[src/rtl/ecap5_wbuart_fifo.sv]
// Wishbone UART with RX/TX FIFOs, programmable RX threshold and level interrupt.

// Circular buffer with an extra pointer bit to tell full from empty.
module ecap5_wbuart_fifo_buf #(
  parameter int unsigned DEPTH = 16,
  parameter int unsigned WIDTH = 8
) (
  input  logic                     clk_i,
  input  logic                     rst_i,
  input  logic                     push_i,
  input  logic [WIDTH-1:0]         data_i,
  input  logic                     pop_i,
  output logic [WIDTH-1:0]         data_o,
  output logic                     empty_o,
  output logic                     full_o,
  output logic [$clog2(DEPTH):0]   level_o
);
  localparam int unsigned AW = $clog2(DEPTH);
  localparam int unsigned PW = AW + 1;

  logic [WIDTH-1:0] mem_q [DEPTH];
  logic [AW:0]      wr_ptr_q, wr_ptr_d;
  logic [AW:0]      rd_ptr_q, rd_ptr_d;
  logic             do_push, do_pop;

  assign empty_o = (wr_ptr_q == rd_ptr_q);
  assign full_o  = (wr_ptr_q[AW] != rd_ptr_q[AW]) && (wr_ptr_q[AW-1:0] == rd_ptr_q[AW-1:0]);
  assign level_o = wr_ptr_q - rd_ptr_q;
  assign data_o  = mem_q[rd_ptr_q[AW-1:0]];
  assign do_pop  = pop_i & ~empty_o;
  // A pop in the same cycle frees the slot a push into a full buffer needs.
  assign do_push = push_i & (~full_o | do_pop);

  // Pointer advance
  always_comb begin
    wr_ptr_d = wr_ptr_q;
    rd_ptr_d = rd_ptr_q;
    if (do_push) wr_ptr_d = wr_ptr_q + PW'(1);
    if (do_pop)  rd_ptr_d = rd_ptr_q + PW'(1);
  end

  // Pointer registers
  always_ff @(posedge clk_i) begin
    if (rst_i) begin
      wr_ptr_q <= '0;
      rd_ptr_q <= '0;
    end else begin
      wr_ptr_q <= wr_ptr_d;
      rd_ptr_q <= rd_ptr_d;
    end
  end

  // Storage, no reset needed
  always_ff @(posedge clk_i) begin
    if (do_push) mem_q[wr_ptr_q[AW-1:0]] <= data_i;
  end
endmodule

module ecap5_wbuart_fifo #(
  parameter int unsigned RX_DEPTH      = 16,
  parameter int unsigned TX_DEPTH      = 16,
  parameter int unsigned CLK_DIV_RESET = 434
) (
  input  logic        clk_i,
  input  logic        rst_i,
  input  logic [31:0] wb_adr_i,
  output logic [31:0] wb_dat_o,
  input  logic [31:0] wb_dat_i,
  input  logic        wb_we_i,
  input  logic [3:0]  wb_sel_i,
  input  logic        wb_stb_i,
  output logic        wb_ack_o,
  input  logic        wb_cyc_i,
  output logic        wb_stall_o,
  input  logic        uart_rx_i,
  output logic        uart_tx_o,
  output logic        irq_o
);
  localparam int unsigned RXAW = $clog2(RX_DEPTH);
  localparam int unsigned TXAW = $clog2(TX_DEPTH);
  localparam logic [31:0] CR_MASK = 32'hFFFF_FF0F;
  localparam logic [2:0] A_CR   = 3'd0;
  localparam logic [2:0] A_SR   = 3'd1;
  localparam logic [2:0] A_RXDR = 3'd2;
  localparam logic [2:0] A_TXDR = 3'd3;
  localparam logic [2:0] A_IER  = 3'd4;

  typedef enum logic [2:0] {S_IDLE, S_START, S_DATA, S_PARITY, S_STOP} uart_state_e;

  // Bus decode
  logic       acc_c, rd_c, wr_c;
  logic [2:0] reg_c;
  logic       unused_adr;
  assign acc_c      = wb_cyc_i & wb_stb_i;
  assign rd_c       = acc_c & ~wb_we_i;
  assign wr_c       = acc_c & wb_we_i;
  assign reg_c      = wb_adr_i[4:2];
  assign unused_adr = ^{wb_adr_i[31:5], wb_adr_i[1:0]};

  // Control register and derived frame configuration
  logic [31:0] cr_q;
  logic [3:0]  ier_q;
  logic        cr_ds, cr_s, cr_par_en, cr_odd;
  logic [7:0]  cr_thr;
  logic [15:0] div_eff;
  assign cr_ds     = cr_q[0];
  assign cr_s      = cr_q[1];
  assign cr_par_en = cr_q[3] ^ cr_q[2];
  assign cr_odd    = cr_q[3];
  assign cr_thr    = cr_q[15:8];
  assign div_eff   = (cr_q[31:16] == 16'd0) ? 16'd1 : cr_q[31:16];

  // FIFOs
  logic          rx_push_c, rx_pop_c, rx_empty, rx_full;
  logic [9:0]    rx_push_data, rx_head;
  logic [RXAW:0] rx_level;
  logic          tx_push_c, tx_pop_c, tx_empty, tx_full;
  logic [7:0]    tx_head;
  logic [TXAW:0] tx_level;

  ecap5_wbuart_fifo_buf #(.DEPTH(RX_DEPTH), .WIDTH(10)) u_rx_fifo (
    .clk_i(clk_i), .rst_i(rst_i), .push_i(rx_push_c), .data_i(rx_push_data),
    .pop_i(rx_pop_c), .data_o(rx_head), .empty_o(rx_empty), .full_o(rx_full),
    .level_o(rx_level)
  );

  ecap5_wbuart_fifo_buf #(.DEPTH(TX_DEPTH), .WIDTH(8)) u_tx_fifo (
    .clk_i(clk_i), .rst_i(rst_i), .push_i(tx_push_c), .data_i(wb_dat_i[7:0]),
    .pop_i(tx_pop_c), .data_o(tx_head), .empty_o(tx_empty), .full_o(tx_full),
    .level_o(tx_level)
  );

  assign rx_pop_c  = rd_c & (reg_c == A_RXDR) & ~rx_empty;
  assign tx_push_c = wr_c & (reg_c == A_TXDR);

  // ---------------- TX engine ----------------
  uart_state_e tx_state_q;
  logic [15:0] tx_cnt_q, tx_div_q;
  logic [7:0]  tx_sh_q;
  logic [2:0]  tx_bit_q;
  logic        tx_ds_q, tx_two_q, tx_par_en_q, tx_par_q, tx_stop2_q, tx_q;
  logic        tx_end_c, tx_start_c, txe_c;

  assign tx_end_c   = (tx_cnt_q == tx_div_q - 16'd1);
  assign tx_start_c = ~tx_empty & ((tx_state_q == S_IDLE) |
                      ((tx_state_q == S_STOP) & tx_end_c & ~tx_stop2_q));
  assign tx_pop_c   = tx_start_c;
  assign txe_c      = tx_empty & (tx_state_q == S_IDLE);

  // Transmit shifter; a new frame starts straight out of STOP when data is waiting
  always_ff @(posedge clk_i) begin
    if (rst_i) begin
      tx_state_q  <= S_IDLE;
      tx_cnt_q    <= 16'd0;
      tx_div_q    <= 16'd1;
      tx_sh_q     <= 8'd0;
      tx_bit_q    <= 3'd0;
      tx_ds_q     <= 1'b0;
      tx_two_q    <= 1'b0;
      tx_par_en_q <= 1'b0;
      tx_par_q    <= 1'b0;
      tx_stop2_q  <= 1'b0;
      tx_q        <= 1'b1;
    end else if (tx_start_c) begin
      tx_state_q  <= S_START;
      tx_cnt_q    <= 16'd0;
      tx_div_q    <= div_eff;
      tx_sh_q     <= tx_head;
      tx_ds_q     <= cr_ds;
      tx_two_q    <= cr_s;
      tx_par_en_q <= cr_par_en;
      tx_par_q    <= (^(tx_head & {~cr_ds, 7'h7F})) ^ cr_odd;
      tx_stop2_q  <= 1'b0;
      tx_q        <= 1'b0;
    end else begin
      case (tx_state_q)
        S_START: begin
          if (tx_end_c) begin
            tx_cnt_q   <= 16'd0;
            tx_bit_q   <= 3'd0;
            tx_state_q <= S_DATA;
            tx_q       <= tx_sh_q[0];
          end else begin
            tx_cnt_q <= tx_cnt_q + 16'd1;
          end
        end
        S_DATA: begin
          if (tx_end_c) begin
            tx_cnt_q <= 16'd0;
            tx_sh_q  <= {1'b0, tx_sh_q[7:1]};
            if (tx_bit_q == (tx_ds_q ? 3'd6 : 3'd7)) begin
              if (tx_par_en_q) begin
                tx_state_q <= S_PARITY;
                tx_q       <= tx_par_q;
              end else begin
                tx_state_q <= S_STOP;
                tx_stop2_q <= tx_two_q;
                tx_q       <= 1'b1;
              end
            end else begin
              tx_bit_q <= tx_bit_q + 3'd1;
              tx_q     <= tx_sh_q[1];
            end
          end else begin
            tx_cnt_q <= tx_cnt_q + 16'd1;
          end
        end
        S_PARITY: begin
          if (tx_end_c) begin
            tx_cnt_q   <= 16'd0;
            tx_state_q <= S_STOP;
            tx_stop2_q <= tx_two_q;
            tx_q       <= 1'b1;
          end else begin
            tx_cnt_q <= tx_cnt_q + 16'd1;
          end
        end
        S_STOP: begin
          if (tx_end_c) begin
            tx_cnt_q <= 16'd0;
            if (tx_stop2_q) tx_stop2_q <= 1'b0;
            else            tx_state_q <= S_IDLE;
          end else begin
            tx_cnt_q <= tx_cnt_q + 16'd1;
          end
        end
        default: begin
          tx_cnt_q <= 16'd0;
          tx_q     <= 1'b1;
        end
      endcase
    end
  end

  // ---------------- RX engine ----------------
  uart_state_e rx_state_q;
  logic [15:0] rx_cnt_q, rx_div_q;
  logic [7:0]  rx_sh_q;
  logic [2:0]  rx_bit_q;
  logic        rx_ds_q, rx_par_en_q, rx_odd_q, rx_acc_q, rx_perr_q;
  logic        rx_meta_q, rx_sync_q, rx_prev_q;
  logic        rx_hit_c;

  // START is re-checked at half a bit, every later sample is one full bit apart
  assign rx_hit_c     = (rx_cnt_q == ((rx_state_q == S_START) ? {1'b0, rx_div_q[15:1]}
                                                              : rx_div_q - 16'd1));
  assign rx_push_c    = (rx_state_q == S_STOP) & rx_hit_c;
  assign rx_push_data = {~rx_sync_q, rx_perr_q, rx_sh_q};

  // Synchroniser and receive sampler
  always_ff @(posedge clk_i) begin
    if (rst_i) begin
      rx_meta_q   <= 1'b1;
      rx_sync_q   <= 1'b1;
      rx_prev_q   <= 1'b1;
      rx_state_q  <= S_IDLE;
      rx_cnt_q    <= 16'd0;
      rx_div_q    <= 16'd1;
      rx_sh_q     <= 8'd0;
      rx_bit_q    <= 3'd0;
      rx_ds_q     <= 1'b0;
      rx_par_en_q <= 1'b0;
      rx_odd_q    <= 1'b0;
      rx_acc_q    <= 1'b0;
      rx_perr_q   <= 1'b0;
    end else begin
      rx_meta_q <= uart_rx_i;
      rx_sync_q <= rx_meta_q;
      rx_prev_q <= rx_sync_q;
      case (rx_state_q)
        S_IDLE: begin
          if (rx_prev_q & ~rx_sync_q) begin
            rx_state_q  <= S_START;
            rx_cnt_q    <= 16'd0;
            rx_div_q    <= div_eff;
            rx_ds_q     <= cr_ds;
            rx_par_en_q <= cr_par_en;
            rx_odd_q    <= cr_odd;
            rx_sh_q     <= 8'd0;
            rx_bit_q    <= 3'd0;
            rx_acc_q    <= 1'b0;
            rx_perr_q   <= 1'b0;
          end
        end
        S_START: begin
          if (rx_hit_c) begin
            rx_cnt_q   <= 16'd0;
            rx_state_q <= rx_sync_q ? S_IDLE : S_DATA;
          end else begin
            rx_cnt_q <= rx_cnt_q + 16'd1;
          end
        end
        S_DATA: begin
          if (rx_hit_c) begin
            rx_cnt_q          <= 16'd0;
            rx_sh_q[rx_bit_q] <= rx_sync_q;
            rx_acc_q          <= rx_acc_q ^ rx_sync_q;
            if (rx_bit_q == (rx_ds_q ? 3'd6 : 3'd7))
              rx_state_q <= rx_par_en_q ? S_PARITY : S_STOP;
            else
              rx_bit_q <= rx_bit_q + 3'd1;
          end else begin
            rx_cnt_q <= rx_cnt_q + 16'd1;
          end
        end
        S_PARITY: begin
          if (rx_hit_c) begin
            rx_cnt_q   <= 16'd0;
            rx_perr_q  <= rx_sync_q ^ rx_acc_q ^ rx_odd_q;
            rx_state_q <= S_STOP;
          end else begin
            rx_cnt_q <= rx_cnt_q + 16'd1;
          end
        end
        S_STOP: begin
          if (rx_hit_c) begin
            rx_cnt_q   <= 16'd0;
            rx_state_q <= S_IDLE;
          end else begin
            rx_cnt_q <= rx_cnt_q + 16'd1;
          end
        end
        default: rx_state_q <= S_IDLE;
      endcase
    end
  end

  // ---------------- Status, registers, bus ----------------
  logic        rxoe_q, fe_q, pe_q, txoe_q;
  logic        sr_clr_c, rxthr_c;
  logic [31:0] sr_c, rdata_c;
  logic        ack_q, irq_q;
  logic [31:0] dat_q;

  assign sr_clr_c = rd_c & (reg_c == A_SR);
  assign rxthr_c  = (cr_thr != 8'd0) && (9'(rx_level) >= {1'b0, cr_thr});
  assign sr_c     = {8'h00, 8'(tx_level), 8'(rx_level), rxthr_c, txoe_q, pe_q, fe_q,
                     rxoe_q, ~tx_full, txe_c, ~rx_empty};

  // Read data mux
  always_comb begin
    rdata_c = 32'h0;
    case (reg_c)
      A_CR:    rdata_c = cr_q;
      A_SR:    rdata_c = sr_c;
      A_RXDR:  rdata_c = rx_empty ? 32'h0 : {22'h0, rx_head};
      A_IER:   rdata_c = {28'h0, ier_q};
      default: rdata_c = 32'h0;
    endcase
  end

  // Config registers, sticky flags, bus response and interrupt
  always_ff @(posedge clk_i) begin
    if (rst_i) begin
      cr_q   <= {16'(CLK_DIV_RESET), 16'h0000};
      ier_q  <= 4'h0;
      rxoe_q <= 1'b0;
      fe_q   <= 1'b0;
      pe_q   <= 1'b0;
      txoe_q <= 1'b0;
      ack_q  <= 1'b0;
      dat_q  <= 32'h0;
      irq_q  <= 1'b0;
    end else begin
      if (wr_c && reg_c == A_CR) begin
        for (int b = 0; b < 4; b++)
          if (wb_sel_i[b]) cr_q[b*8 +: 8] <= wb_dat_i[b*8 +: 8] & CR_MASK[b*8 +: 8];
      end
      if (wr_c && reg_c == A_IER && wb_sel_i[0]) ier_q <= wb_dat_i[3:0];
      rxoe_q <= (rxoe_q & ~sr_clr_c) | (rx_push_c & rx_full & ~rx_pop_c);
      fe_q   <= (fe_q   & ~sr_clr_c) | (rx_push_c & ~rx_sync_q);
      pe_q   <= (pe_q   & ~sr_clr_c) | (rx_push_c & rx_perr_q);
      txoe_q <= (txoe_q & ~sr_clr_c) | (tx_push_c & tx_full & ~tx_pop_c);
      ack_q  <= acc_c;
      dat_q  <= rd_c ? rdata_c : 32'h0;
      irq_q  <= (ier_q[0] & ~rx_empty) | (ier_q[1] & rxthr_c) | (ier_q[2] & txe_c) |
                (ier_q[3] & (rxoe_q | fe_q | pe_q | txoe_q));
    end
  end

  assign wb_ack_o   = ack_q;
  assign wb_dat_o   = dat_q;
  assign wb_stall_o = 1'b0;
  assign uart_tx_o  = tx_q;
  assign irq_o      = irq_q;
endmodule

[config.mk]
export PLATFORM = sky130hd
export DESIGN_NAME = ecap5_wbuart_fifo
export DESIGN_NICKNAME = d
export VERILOG_FILES = /design/src/rtl/ecap5_wbuart_fifo.sv
export SDC_FILE = /design/constraint.sdc
export NUM_CORES = 1
export LEC_CHECK = 0
export CORE_UTILIZATION = 50
export DETAILED_ROUTE_END_ITERATION = 16
export PLACE_DENSITY = 0.68
export SLEW_MARGIN = 20
export SYNTH_ARGS = -nofsm -noshare
export SYNTH_HDL_FRONTEND = slang
export SYNTH_SLANG_ARGS = --single-unit
[constraint.sdc]
create_clock -name clk_i -period 12.9 [get_ports clk_i]
set_input_delay 3.87 -clock clk_i [delete_from_list [all_inputs] [get_ports clk_i]]
set_output_delay 3.87 -clock clk_i [all_outputs]
set_load 0.05 [all_outputs]
==> results.cfg <==
; flow metrics
[synth]
ys.flop_type = edfxtp_1
synth_top_area_share_pct = 40.6
yosysMostFrequentCell = edfxtp_1
synthTopCellsByCount = edfxtp_1, dfxtp_1, nand2_1, nor2_1, a21oi_1
synthDistinctLibCells = 81
fp_nets = 1879
syn_area_sq_mm = 0.0213
largest_area_cell = edfxtp_1
ys_area_sq_mm = 0.0213
ys_sh_aoi_pct = 8.79

[final_layout]
nets = 1919
instances_no_fill = 2394
seq_area_share_pct = 52.5
final_layout_size_suffix_gt1_share_pct = 11.3
areaGrowthSynthToFinish_pct = 13.9
regArea_sq_mm = 0.0127
n_all_inverters = 54
num-multi-input-gates = 1120
largest_reg_flops = 160
signal_buffers = 97
finish.utilization_pct = 57.8
fillers = 3429

[floorplanning]
fp.dieH_um = 209
core_area_sq_mm = 0.0420
pin_count = 110
n_tap_cell = 539

[sta]
hold_viol = 0
finalClockPeriodUsage_pct = 53.7
period_needed_ns = 6.93
fmax_mhz = 144
rsz0062_at_grt = false
slew_headroom_pct = 27.9
skew_ns = 0.0149
report.final.slew_viol_count = 0

[power]
powerDensity_mw_per_mm2 = 154
seq_power_share_pct = 46.1
p_comb_w = 0.000481
internal_power_w = 0.00280
maxPowerGroup = sequential cells
p_switching_w = 0.000934
p_seq_w = 0.00172
p_clk_w = 0.00153
power_leakage_nw = 8.11
ir_worst_vdd_v = 0.000115

[flow_run]
cap_violations = 0
warning_count = 61

[cts]
cts_resized = 0
clock_path_buffers = 3
cts.sinks = 492
numCtsBuffers = 49
cts_tree = done
cts_setup_buffers = 0
h-tree-depth = 2

[drt]
num_vias = 13900
first_iter_violations = 1141
post_drt_via_cell_ratio = 5.80
wl_per_cell_um = 19.9
drcViolationCount = 0

[global_routing]
antenna_found_initial = 0
grt_max_degree = 86
grt_remaining_overflow = 0

[critical_path]
crit_top_cell = nor2b_1
cp-start-kind = primary input
arrival_ns = 7.12
critPathTopFamily = simple AND/OR/NAND/NOR gates

[outcome]
status = completed

[place]
routabilityCongestion = 0.887
place_ws_ns = 5.42
path summary, 6_finish.rpt:
check | slack (ns) | cells past startpoint | end | start
worst min register to register | 0.40 | 1 | rx_sync_q$_SDFF_PP1_ | rx_meta_q$_SDFF_PP1_
worst min-delay path | 0.40 | 1 | rx_sync_q$_SDFF_PP1_ | rx_meta_q$_SDFF_PP1_
worst max-delay path | 5.97 | 8 | u_rx_fifo.mem_q[7][2]$_DFFE_PP_ | wb_adr_i[2]
worst max register to register | 8.33 | 11 | u_rx_fifo.mem_q[7][2]$_DFFE_PP_ | rx_div_q[1]$_SDFFE_PP0P_
routing by layer:
layer	GRT usage, %	vias up	wire (um)
met1	30.9	6772	21000
met3	3.17	82	2620
li1	-	6641	-
met4	7.28	0	1150
met5	0	-	0
met2	36.2	398	22900
==> images/met4.png <==
Scale: 2 px per um.
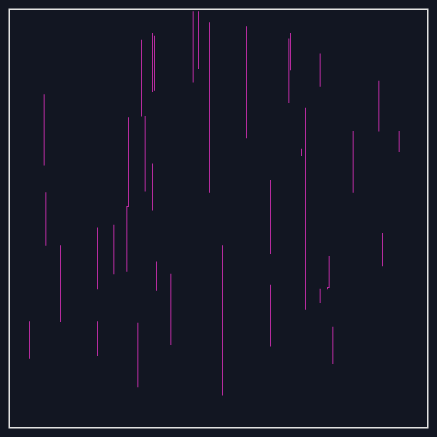
nets with wire on the layer: 20
main direction: vertical
share of all routed wire: 2.4%
wire length on this layer: 1,150 um
longest straight run: 101 um

==> images/density.png <==
Scale: 1.5 px per um. The die is cut into 21 by 21 equal tiles; white is low, dark blue is high, 0 to 100% covered.
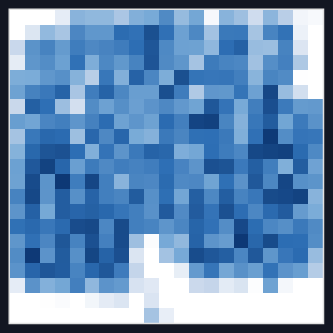
nearly empty tiles: 12%
emptiest ninth of the die: bottom middle
tiles over 75% full: 23%
fullest tile: 97%
mean over tiles: 54%

